==> images/met1.png <==
Cells faint in the background.
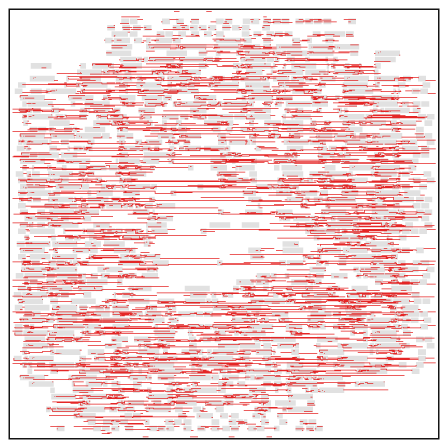
==> images/met2.png <==
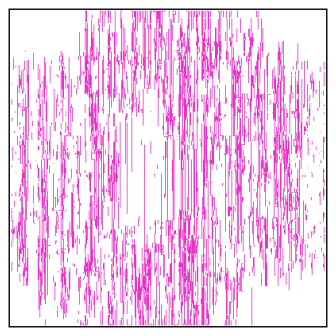
==> images/met3.png <==
Cells faint in the background.
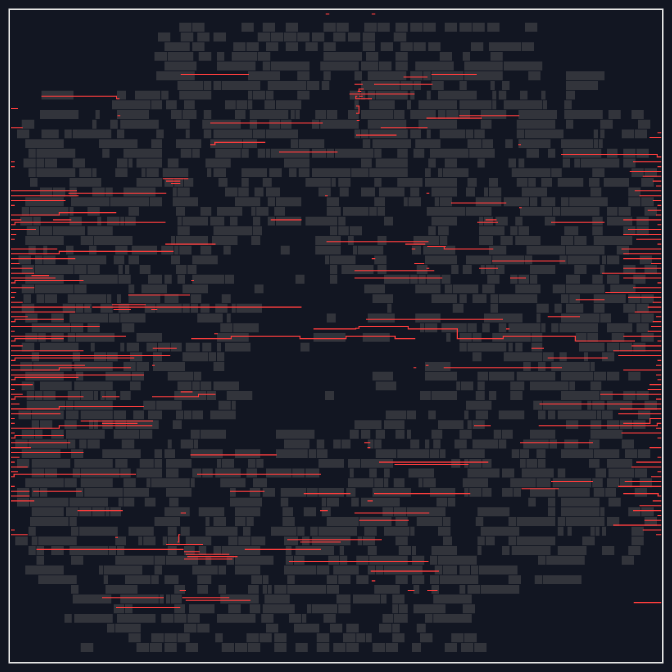
==> config.mk <==
export PLATFORM = sky130hd
export DESIGN_NAME = apb_ctrl_status_regbank
export DESIGN_NICKNAME = d
export VERILOG_FILES = /design/src/rtl/apb_ctrl_status_regbank.sv
export SDC_FILE = /design/constraint.sdc
export NUM_CORES = 1
export LEC_CHECK = 0
export CELL_PAD_IN_SITES_DETAIL_PLACEMENT = 0
export CELL_PAD_IN_SITES_GLOBAL_PLACEMENT = 2
export CORE_UTILIZATION = 34
export CTS_CLUSTER_DIAMETER = 30
export CTS_CLUSTER_SIZE = 16
export DETAILED_ROUTE_END_ITERATION = 8
export PLACE_DENSITY = 0.82
export SLEW_MARGIN = 20
export SYNTH_ARGS = -nofsm -noshare
export SYNTH_HDL_FRONTEND = slang
export SYNTH_SLANG_ARGS = --single-unit
export TNS_END_PERCENT = 30
==> constraint.sdc <==
create_clock -name pclk -period 8.9 [get_ports pclk]
set_clock_uncertainty 0.1 [all_clocks]
set_input_delay 1.78 -clock pclk [delete_from_list [all_inputs] [get_ports pclk]]
set_output_delay 1.78 -clock pclk [all_outputs]
set_load 0.01 [all_outputs]
==> impl_results.html <==
<h2>Synthesis and place &amp; route</h2>
<table>
<tr><th>Metric</th><th>Value</th></tr>
<tr><th colspan="2">Status</th></tr>
<tr><td>Run status</td><td>finished clean</td></tr>
<tr><th colspan="2">STA</th></tr>
<tr><td>Final worst path period need</td><td>approximately 5.3 ns</td></tr>
<tr><td>Setup TNS</td><td>0 ns</td></tr>
<tr><td>Endpoints failing setup</td><td>0</td></tr>
<tr><td>Remaining max-slew budget at the tightest pin</td><td>0.271</td></tr>
<tr><td>RSZ-0062 raised after global routing</td><td>no</td></tr>
<tr><td>Worst hold slack after final layout</td><td>0.410 ns</td></tr>
<tr><td>Final hold viol count</td><td>0</td></tr>
<tr><td>Achievable clock frequency</td><td>~190 MHz</td></tr>
<tr><td>Post-route fraction of the period consumed by the critical path</td><td>0.595</td></tr>
<tr><th colspan="2">Synthesis</th></tr>
<tr><td>Synthesized instance count</td><td>934</td></tr>
<tr><td>Yosys Chip Area</td><td>0.0111 sq mm</td></tr>
<tr><td>Number of synthesized flops with an enable pin</td><td>128</td></tr>
<tr><td>Ranking of synthesized cells by instance count</td><td>sky130_fd_sc_hd__dfxtp_1, sky130_fd_sc_hd__and2_1, sky130_fd_sc_hd__edfxtp_1</td></tr>
<tr><td>Primary FF master, synth</td><td>sky130_fd_sc_hd__dfxtp_1</td></tr>
<tr><td>Post-synthesis sequential area ratio</td><td>0.582</td></tr>
<tr><td>Dominant cell area share</td><td>0.345</td></tr>
<tr><td>Post-synthesis cell type with the largest combined area</td><td>sky130_fd_sc_hd__edfxtp_1</td></tr>
<tr><td>FFs w/ async S/R, synth</td><td>0</td></tr>
<tr><td>Cell Area, Synth</td><td>about 0.011 sq mm</td></tr>
<tr><td>Top cells by area in the synthesized netlist</td><td>sky130_fd_sc_hd__edfxtp_1, sky130_fd_sc_hd__dfxtp_1, sky130_fd_sc_hd__and2_1</td></tr>
<tr><td>Total nets after synthesis</td><td>1,047</td></tr>
<tr><td>Synth warn</td><td>0</td></tr>
<tr><td>Most frequent cell after synthesis</td><td>sky130_fd_sc_hd__dfxtp_1</td></tr>
<tr><td>Synth Area per Inst</td><td>11.9 sq um</td></tr>
<tr><th colspan="2">GRT</th></tr>
<tr><td>Initial antenna violation count</td><td>3</td></tr>
<tr><td>Aggregate global-route resource usage</td><td>0.227</td></tr>
<tr><td>Vias in the first global route</td><td>8,957</td></tr>
<tr><td>Largest net degree at the start of global routing</td><td>just over 70</td></tr>
<tr><td>First-pass GRT wire length</td><td>about 57,000 um</td></tr>
<tr><td>Overflow left after global routing</td><td>0</td></tr>
<tr><th colspan="2">Finish</th></tr>
<tr><td>Cell area after layout</td><td>0.0166 sq mm</td></tr>
<tr><td>Net count of the finished layout</td><td>1,323</td></tr>
<tr><td>Number of non-filler instances in the completed layout</td><td>1,698</td></tr>
<tr><td>Number of flip-flops in the largest register</td><td>about 130</td></tr>
<tr><td>Area of all sequential standard cells</td><td>0.00649 sq mm</td></tr>
<tr><td>Layout Area Growth over Synthesis</td><td>48.8%</td></tr>
<tr><td>Filler cell count</td><td>2,784</td></tr>
<tr><th colspan="2">Clock tree</th></tr>
<tr><td>Clk root buf</td><td>sky130_fd_sc_hd__clkbuf_16</td></tr>
<tr><td>Number of buffers inserted by post-CTS setup repair</td><td>0</td></tr>
<tr><td>Hold Buf Count CTS</td><td>0</td></tr>
<tr><td>Number of gates resized after CTS</td><td>0</td></tr>
<tr><td>Clock slew seen by the registers of the worst setup and hold paths</td><td>0.05 ns</td></tr>
<tr><td># clock sinks</td><td>260</td></tr>
<tr><td>Deepest level of the CTS H-tree</td><td>2</td></tr>
<tr><td>Number of CTS-inserted buffers</td><td>61</td></tr>
<tr><th colspan="2">Detailed routing</th></tr>
<tr><td>DRT antenna net count</td><td>0</td></tr>
<tr><td>Vias per inst</td><td>5.17</td></tr>
<tr><td>DR DRC count</td><td>0</td></tr>
<tr><td>Routed wirelength normalized by instance count</td><td>about 23 um</td></tr>
<tr><td>First-pass DRT Iterations</td><td>5</td></tr>
<tr><th colspan="2">Power and ir drop</th></tr>
<tr><td>Power per Cell Area</td><td>244 mW/mm^2</td></tr>
<tr><td>Fraction of power spent switching nets</td><td>0.214</td></tr>
<tr><td>Part of the total power dissipated in the clock network</td><td>0.608</td></tr>
<tr><td>Peak supply drop</td><td>0.191 mV</td></tr>
<tr><td>Switching pwr</td><td>0.865 mW</td></tr>
<tr><td>Static leakage</td><td>around 6 nW</td></tr>
<tr><td>Total internal power</td><td>roughly 3.2 mW</td></tr>
<tr><th colspan="2">Setup path</th></tr>
<tr><td>Data arrival time of the critical path</td><td>5.42 ns</td></tr>
<tr><td>Reg2reg setup slack</td><td>5.33 ns</td></tr>
<tr><td>Required time worst endpoint</td><td>between 9 and 10 ns</td></tr>
<tr><td>Worst setup path class</td><td>primary input to flip-flop</td></tr>
<tr><td>Worst Path Max Fanout</td><td>33</td></tr>
<tr><td>Element type at the critical path end</td><td>flip-flop</td></tr>
<tr><th colspan="2">Placement</th></tr>
<tr><td>Final weighted congestion in routability-driven placement</td><td>roughly 0.75</td></tr>
<tr><td>Post-DP Area</td><td>0.0143 sq mm</td></tr>
<tr><td>Count of buffers inserted at the top-level ports</td><td>between 200 and 300</td></tr>
<tr><th colspan="2">Job</th></tr>
<tr><td>Tally of OpenROAD warnings</td><td>28</td></tr>
<tr><td>Max Cap Violations</td><td>0</td></tr>
<tr><th colspan="2">Hold path</th></tr>
<tr><td>Hold Crit Class</td><td>flip-flop to flip-flop</td></tr>
<tr><th colspan="2">Floorplanning</th></tr>
<tr><td>Y dimension of the die</td><td>183 um</td></tr>
<tr><td>Chip footprint</td><td>0.0335 sq mm</td></tr>
</table>
Notes on met1.png above:
main direction: horizontal
wire length on this layer: 16,800 um
share of all routed wire: 44%
nets with wire on the layer: 1,204
Routed Wire Length: 38,400 um
total number of vias: 8,783

Notes on met2.png above:
longest straight run: 103 um
nets with wire on the layer: 1,124
share of all routed wire: 47%
GR met2 Demand/Resource: 0.367

Notes on met3.png above:
main direction: horizontal
nets with wire on the layer: 201
met3 Track Usage GR: 0.0568

routing by layer:
metal / up-vias / wire length (um) / track usage
met2: 348 / 18000 / 0.367
li1: 4116 / - / -
met3: 64 / 2860 / 0.0568
met4: 2 / 720 / 0.0657
met5: - / 13 / 0
met1: 4253 / 16800 / 0.301
cells in the final DEF, fill, tap and decap left out, types with 2 or more instances in the layout:
cell and n:
sky130_fd_sc_hd__buf_4 20, sky130_fd_sc_hd__o32ai_1 30, sky130_fd_sc_hd__nor4_4 3, sky130_fd_sc_hd__nand3_1 2
sky130_fd_sc_hd__clkdlybuf4s50_1 269, sky130_fd_sc_hd__nor2_1 95, sky130_fd_sc_hd__mux2_2 30, sky130_fd_sc_hd__o21ai_4 3
sky130_fd_sc_hd__inv_1 3, sky130_fd_sc_hd__a221oi_1 30, sky130_fd_sc_hd__clkbuf_16 63, sky130_fd_sc_hd__clkinvlp_4 4
sky130_fd_sc_hd__clkinv_1 3, sky130_fd_sc_hd__nor2b_1 33, sky130_fd_sc_hd__dfxtp_1 132, sky130_fd_sc_hd__clkbuf_1 7
sky130_fd_sc_hd__nor4_1 2, sky130_fd_sc_hd__and2_1 128, sky130_fd_sc_hd__a311oi_1 32, sky130_fd_sc_hd__nor3_4 4
sky130_fd_sc_hd__mux2i_1 65, sky130_fd_sc_hd__nand4_1 4, sky130_fd_sc_hd__nand2_1 2, sky130_fd_sc_hd__o31ai_1 30
sky130_fd_sc_hd__clkbuf_8 5, sky130_fd_sc_hd__o21ai_0 2, sky130_fd_sc_hd__o221ai_1 31, sky130_fd_sc_hd__inv_16 2
sky130_fd_sc_hd__clkinv_2 15, sky130_fd_sc_hd__edfxtp_1 128, sky130_fd_sc_hd__a22oi_1 16, sky130_fd_sc_hd__nand2b_1 33
sky130_fd_sc_hd__a211oi_1 2, sky130_fd_sc_hd__bufinv_16 15
cell type report:
type | instances | area share
inverters | 3 | 0.000679
well taps | 435 | 0.0328
clock inverters | 40 | 0.0370
flip-flops and latches | 260 | 0.391
diodes | 1 | 0.000151
multi-input cells | 594 | 0.266
clock buffers | 75 | 0.101
repair buffers | 290 | 0.172
worst max-delay path, delay by kind of cell:
| kind | cells | cell delay (ns) |
|---|---|---|
| buffers and inverters | 2 | 0.86 |
| AND/OR/NAND/NOR | 2 | 1.83 |
| AND-OR/OR-AND | 1 | 0.89 |
logic make-up (layout without fill, tap and decap cells):
logic type	after synthesis	in the layout	synth area share
and+or+nand+nor	316	316	0.162
AOI/OAI and AO/OA	182	182	0.135
DFF	260	260	0.582
buffers and inverters	80	408	0.0295
muxes	96	96	0.0907
other	0	1	0
power by group through the flow:
stage	sequential [mW]	combinational, mW	clock, mW
floorplan	1.35	0.101	0
global placement	1.34	0.261	0
detailed placement	1.35	0.262	0
CTS	1.32	0.265	2.48
global route	1.33	0.281	2.55
finish	1.32	0.263	2.46
stage by stage:
stage                      util  total power [mW]
after floorplan               -              1.45
after global placement    0.448              1.61
after detailed placement  0.448              1.61
after CTS                 0.520              4.07
after global routing      0.520              4.16
final                     0.520              4.05
Power is estimated from default activity; no workload was simulated.
